### config.mk
export PLATFORM = sky130hd
export DESIGN_NAME = ternary_memory
export DESIGN_NICKNAME = d
export VERILOG_FILES = /design/src/rtl/ternary_memory.sv
export SDC_FILE = /design/constraint.sdc
export NUM_CORES = 2
export LEC_CHECK = 0
export CAP_MARGIN = 20
export CORE_ASPECT_RATIO = 0.9
export CORE_MARGIN = 1.5
export CORE_UTILIZATION = 30
export CTS_CLUSTER_SIZE = 28
export DETAILED_ROUTE_END_ITERATION = 8
export SETUP_SLACK_MARGIN = 0.4
export SLEW_MARGIN = 10
export SYNTH_ARGS = -nofsm -noshare
export SYNTH_HDL_FRONTEND = slang
export SYNTH_SLANG_ARGS = --single-unit
### constraint.sdc
create_clock -name clock -period 5.6 [get_ports clock]
set_input_delay 0.56 -clock clock [delete_from_list [all_inputs] [get_ports clock]]
set_output_delay 0.56 -clock clock [all_outputs]
set_load 0.05 [all_outputs]
### src/rtl/ternary_memory.sv
// Memory responder for the ternary CPU: registered fetch/load reads, stores,
// and a streaming program loader that fills RAM after reset before the CPU runs.
module ternary_memory #(
  parameter int WORD_SIZE     = 9,
  parameter int MEM_ADDR_SIZE = 4
) (
  input  logic                         clock,
  input  logic                         reset,
  input  logic [2*MEM_ADDR_SIZE-1:0]   mem_address,
  input  logic [2*WORD_SIZE-1:0]       mem_write_data,
  input  logic                         mem_read,
  input  logic                         mem_write,
  output logic [2*WORD_SIZE-1:0]       mem_read_data,
  input  logic                         load_valid,
  input  logic [2*WORD_SIZE-1:0]       load_data,
  input  logic                         load_last,
  output logic                         load_ready,
  output logic                         busy,
  output logic                         fault
);

  // state   | meaning
  // LOAD    | loader streams words into RAM, CPU strobes ignored
  // RUN     | CPU reads/writes serviced until the next reset

  localparam int DEPTH = 3 ** MEM_ADDR_SIZE;
  localparam int IDX_W = $clog2(DEPTH);
  localparam int AW    = 2 * MEM_ADDR_SIZE;
  localparam int DW    = 2 * WORD_SIZE;

  localparam logic [IDX_W-1:0] IDX_ZERO = IDX_W'((DEPTH - 1) / 2);
  localparam logic [IDX_W-1:0] IDX_LAST = IDX_W'(DEPTH - 1);

  localparam logic [0:0] ST_LOAD = 1'b0;
  localparam logic [0:0] ST_RUN  = 1'b1;

  function automatic logic addr_ok_f(input logic [AW-1:0] a);
    logic ok;
    ok = 1'b1;
    for (int i = 0; i < MEM_ADDR_SIZE; i++) begin
      if (a[2*i +: 2] == 2'b11) ok = 1'b0;
    end
    return ok;
  endfunction

  function automatic logic data_ok_f(input logic [DW-1:0] d);
    logic ok;
    ok = 1'b1;
    for (int i = 0; i < WORD_SIZE; i++) begin
      if (d[2*i +: 2] == 2'b11) ok = 1'b0;
    end
    return ok;
  endfunction

  // Balanced-ternary address offset so that address 0 lands mid-array.
  function automatic logic [IDX_W-1:0] addr_index_f(input logic [AW-1:0] a);
    int acc;
    int w;
    acc = (DEPTH - 1) / 2;
    w   = 1;
    for (int i = 0; i < MEM_ADDR_SIZE; i++) begin
      case (a[2*i +: 2])
        2'b01:   acc = acc + w;
        2'b10:   acc = acc - w;
        default: acc = acc;
      endcase
      w = w * 3;
    end
    return IDX_W'(acc);
  endfunction

  logic [0:0]       state_q, state_d;
  logic [IDX_W-1:0] ptr_q, ptr_d;
  logic [IDX_W-1:0] remain_q, remain_d;
  logic [DW-1:0]    rdata_q, rdata_d;
  logic             fault_q, fault_d;

  logic [DW-1:0]    ram_q [DEPTH];
  logic             ram_we;
  logic [IDX_W-1:0] ram_waddr;
  logic [DW-1:0]    ram_wdata;

  logic             addr_ok;
  logic             wdata_ok;
  logic             ldata_ok;
  logic [IDX_W-1:0] cpu_idx;

  assign addr_ok  = addr_ok_f(mem_address);
  assign wdata_ok = data_ok_f(mem_write_data);
  assign ldata_ok = data_ok_f(load_data);
  assign cpu_idx  = addr_index_f(mem_address);

  always_comb begin
    state_d   = state_q;
    ptr_d     = ptr_q;
    remain_d  = remain_q;
    rdata_d   = rdata_q;
    fault_d   = fault_q;
    ram_we    = 1'b0;
    ram_waddr = ptr_q;
    ram_wdata = load_data;

    case (state_q)
      ST_LOAD: begin
        if (load_valid) begin
          if (ldata_ok) ram_we = 1'b1;
          else          fault_d = 1'b1;
          ptr_d    = (ptr_q == IDX_LAST) ? '0 : ptr_q + 1'b1;
          remain_d = remain_q - 1'b1;
          if (load_last || (remain_q == '0)) state_d = ST_RUN;
        end
      end
      ST_RUN: begin
        if ((mem_read || mem_write) && !addr_ok) fault_d = 1'b1;
        if (mem_read) rdata_d = addr_ok ? ram_q[cpu_idx] : '0;
        if (mem_write && addr_ok) begin
          if (wdata_ok) begin
            ram_we    = 1'b1;
            ram_waddr = cpu_idx;
            ram_wdata = mem_write_data;
          end else begin
            fault_d = 1'b1;
          end
        end
      end
      default: state_d = ST_LOAD;
    endcase

    // RAM has no reset of its own, so block writes on any edge seen under reset.
    if (reset) ram_we = 1'b0;
  end

  always_ff @(posedge clock or posedge reset) begin
    if (reset) begin
      state_q  <= ST_LOAD;
      ptr_q    <= IDX_ZERO;
      remain_q <= IDX_LAST;
      rdata_q  <= '0;
      fault_q  <= 1'b0;
    end else begin
      state_q  <= state_d;
      ptr_q    <= ptr_d;
      remain_q <= remain_d;
      rdata_q  <= rdata_d;
      fault_q  <= fault_d;
    end
  end

  always_ff @(posedge clock) begin
    if (ram_we) ram_q[ram_waddr] <= ram_wdata;
  end

  assign mem_read_data = rdata_q;
  assign load_ready    = (state_q == ST_LOAD);
  assign busy          = (state_q == ST_LOAD);
  assign fault         = fault_q;

endmodule

==> flow_summary_export.csv <==
group,metric,value,unit
outcome,status,"complete, no violations",
floorplanning,pin_count,71,
cells_and_area,nNetsFinal,5079,
detailed_routing,top_layer,"met5",
global_route,track_usage,17.5,%
clock_network,cts_made_buffers,155,
power,p_leak,26.0,nW
setup_path,slowest_delay,0.48,ns
clock_network,clockRootBuffer,"clkbuf_16",
detailed_routing,drc,0,
detailed_routing,m1WireLength,79000,microns
cells_and_area,drive_gt1_share,19.6,%
timing,finalWorstSetupSlack,0.429,ns
timing,fin_worst_skew,0.0264,ns
floorplanning,num_rows,159,
synthesis,synthArstFlopShare,2.28,%
synthesis,yosys.area_share.xor_xnor,0.360,%
detailed_routing,final_antenna_net_count,0,
cells_and_area,lay_top_count,"edfxtp_1",
clock_network,path_clk_slew,0.06,ns
power,power,33.8,mW
detailed_routing,post_drt_wl_per_cell,24.5,microns
global_route,use_met2,27.6,%
timing,period_minus_slack,5.17,ns
setup_path,cp_slowest_cell,"clkdlybuf4s50_1",
setup_path,cp.depth,23,
setup_path,cp_max_fo,34,
setup_path,critPathKind,"primary input to flip-flop",
min_path,holdCritPathClass,"primary input to asynchronous set/reset pin",
global_route,grt_util_met1,23.7,%
global_route,globalRouteMet3Util,3.77,%
cells_and_area,lay_top_cells,"edfxtp_1, nand2_1, buf_4",
clock_network,cts_resized,17,
floorplanning,die_w,486,microns
synthesis,fp_nets,4675,
global_route,first_global_vias,40800,
setup_path,worstReg2RegStart,"state_q$_DFF_PP0_",
detailed_routing,first_pass_iters,6,
floorplanning,die_area,212000,sq um
synthesis,syn_area,62900,sq um
synthesis,ys_chip_area,62900,sq um
synthesis,synthMuxAreaShare,3.09,%
setup_path,crit_chain,"clkdlybuf4s50_1 > buf_4 > ha_4 > buf_4 > a21oi_2 > a21oi_2 > fa_1 > xor2_2 > nor2_1 > a21oi_1 > ha_1 > buf_4 > and3_1 > a211oi_2 > mux2_4 > a21o_4 > buf_4 > buf_4 > buf_12 > nor3_2 > a311oi_2 > buf_4 > o41ai_2",
timing,fin_hold_ws,0.259,ns
timing,timing.final.hold_violations,0,
clock_network,post_cts_buffers,5,
timing,rsz0062_at_grt,"yes",
timing,tightest_slew,1.18,ns
synthesis,synth_cells,4597,
synthesis,yosys.area_share.simple,9.82,%
clock_network,cts_tree,"built",
cells_and_area,utilization,37.2,%
timing,finalCritPeriodShare,92.3,%
clock_network,clk_latency,0.79,ns
setup_path,path_buffers,8,
cells_and_area,fillers,19400,
detailed_routing,via_per_inst,5.41,
placement,place_inst,7559,
cells_and_area,area.growth.synth_to_final,23.3,%
setup_path,r2r_cells,5,
timing,drv_slew,0,
timing,fin_setup_tns,0,ns
detailed_routing,wl_met2,89700,microns
==> layout make-up <==
| cell class | instances | area [sq um] | share of cell area [%] |
|---|---|---|---|
| Antenna cell | 2 | 5.00 | 0.00645 |
| Clock inverter | 83 | 836 | 1.08 |
| Clock buffer | 192 | 4070 | 5.25 |
| Multi-Input combinational cell | 2735 | 17600 | 22.7 |
| Inverter | 22 | 100 | 0.129 |
| Sequential cell | 1492 | 44600 | 57.6 |
| Timing Repair Buffer | 595 | 6860 | 8.84 |
| Tap cell | 2737 | 3420 | 4.42 |
==> sequential cells by signal (all words and copies together) (netlist names) <==
name / count
ram_q: 1458
mem_read_data: 18
ptr_q: 7
remain_q: 7
fault: 1
state_q: 1
==> where the power goes <==
group          switching, mW  total [mW]  leakage [nW]  internal, mW
Clock                   4.35        10.1          2.39          5.74
Combinational           7.10        11.3          10.0          4.19
Sequential             0.113        12.4          13.5          12.3
Total                   11.6        33.8          26.0          22.3
==> worst max path at each step <==
stage,from,slack [ns],to
floorplan,mem_address[2],0.03,ram_q[56][0]$_DFFE_PP_
global placement,mem_address[2],-0.70,mem_read_data[17]$_DFFE_PP0P_
detailed placement,mem_address[2],-0.73,mem_read_data[17]$_DFFE_PP0P_
CTS,mem_address[3],0.39,mem_read_data[0]$_DFFE_PP0P_
global route,mem_address[3],0.34,mem_read_data[0]$_DFFE_PP0P_
finish,mem_address[3],0.43,mem_read_data[17]$_DFFE_PP0P_
==> cell usage after synthesis, types with 88 or more instances <==
cell      instances  area (sq um)
edfxtp_1       1458         43800
nand2_1         894          3360
a21oi_1         293          1470
buf_2           161           806
nand3_1         158           791
mux2i_1         134          1340
a22oi_1         125           938
o211ai_1        123           923
nor2_1          119           447
clkbuf_1        117           439
and3_1           98           613
a311oi_1         90           788
a221oi_1         88           771
==> images/pdn.png <==
Pins as bars on the die edge.
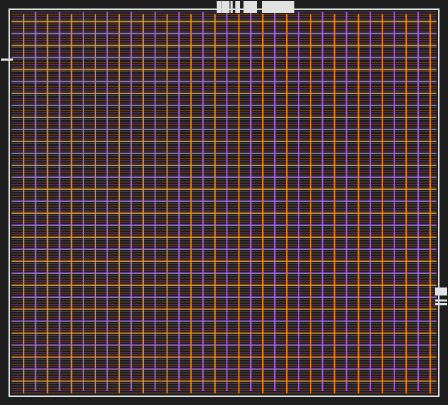
- VDD: purple
- VSS: orange
- met1 rails: 160
- met4 straps: 35

==> images/met1.png <==
Supply wires on this layer in grey.
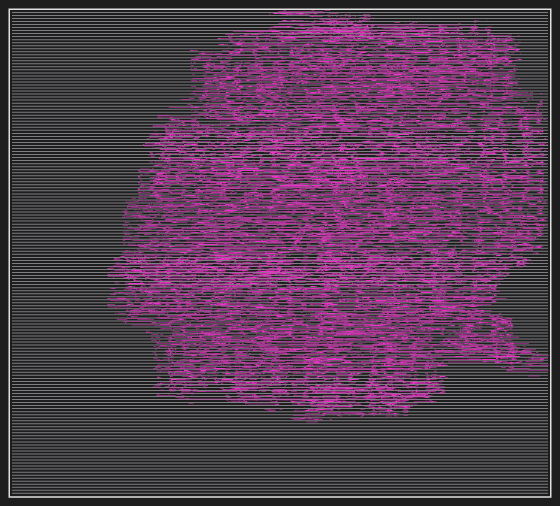
- longest straight run: 77.0 microns
- share of all routed wire: 41%

==> images/registers.png <==
Other sequential cells in the stronger grey, the rest of the logic in the fainter grey.
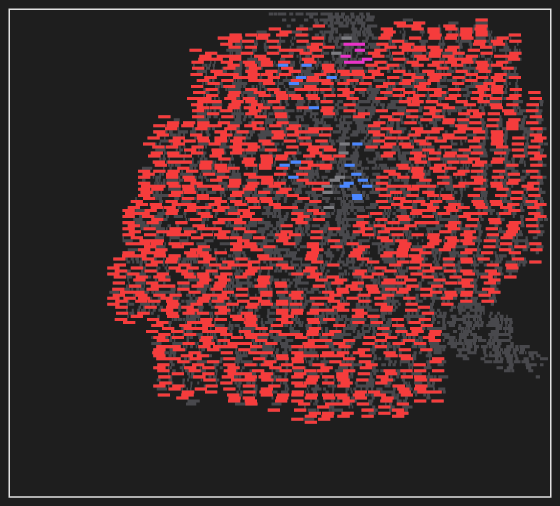
- `remain_q`: magenta (placed flops 7)
- `ram_q`: red (placed flops 1458)
- `mem_read_data`: blue (placed flops 18)
- not coloured: 9

Power figures rest on the tool's default switching activity, not on a simulated workload.
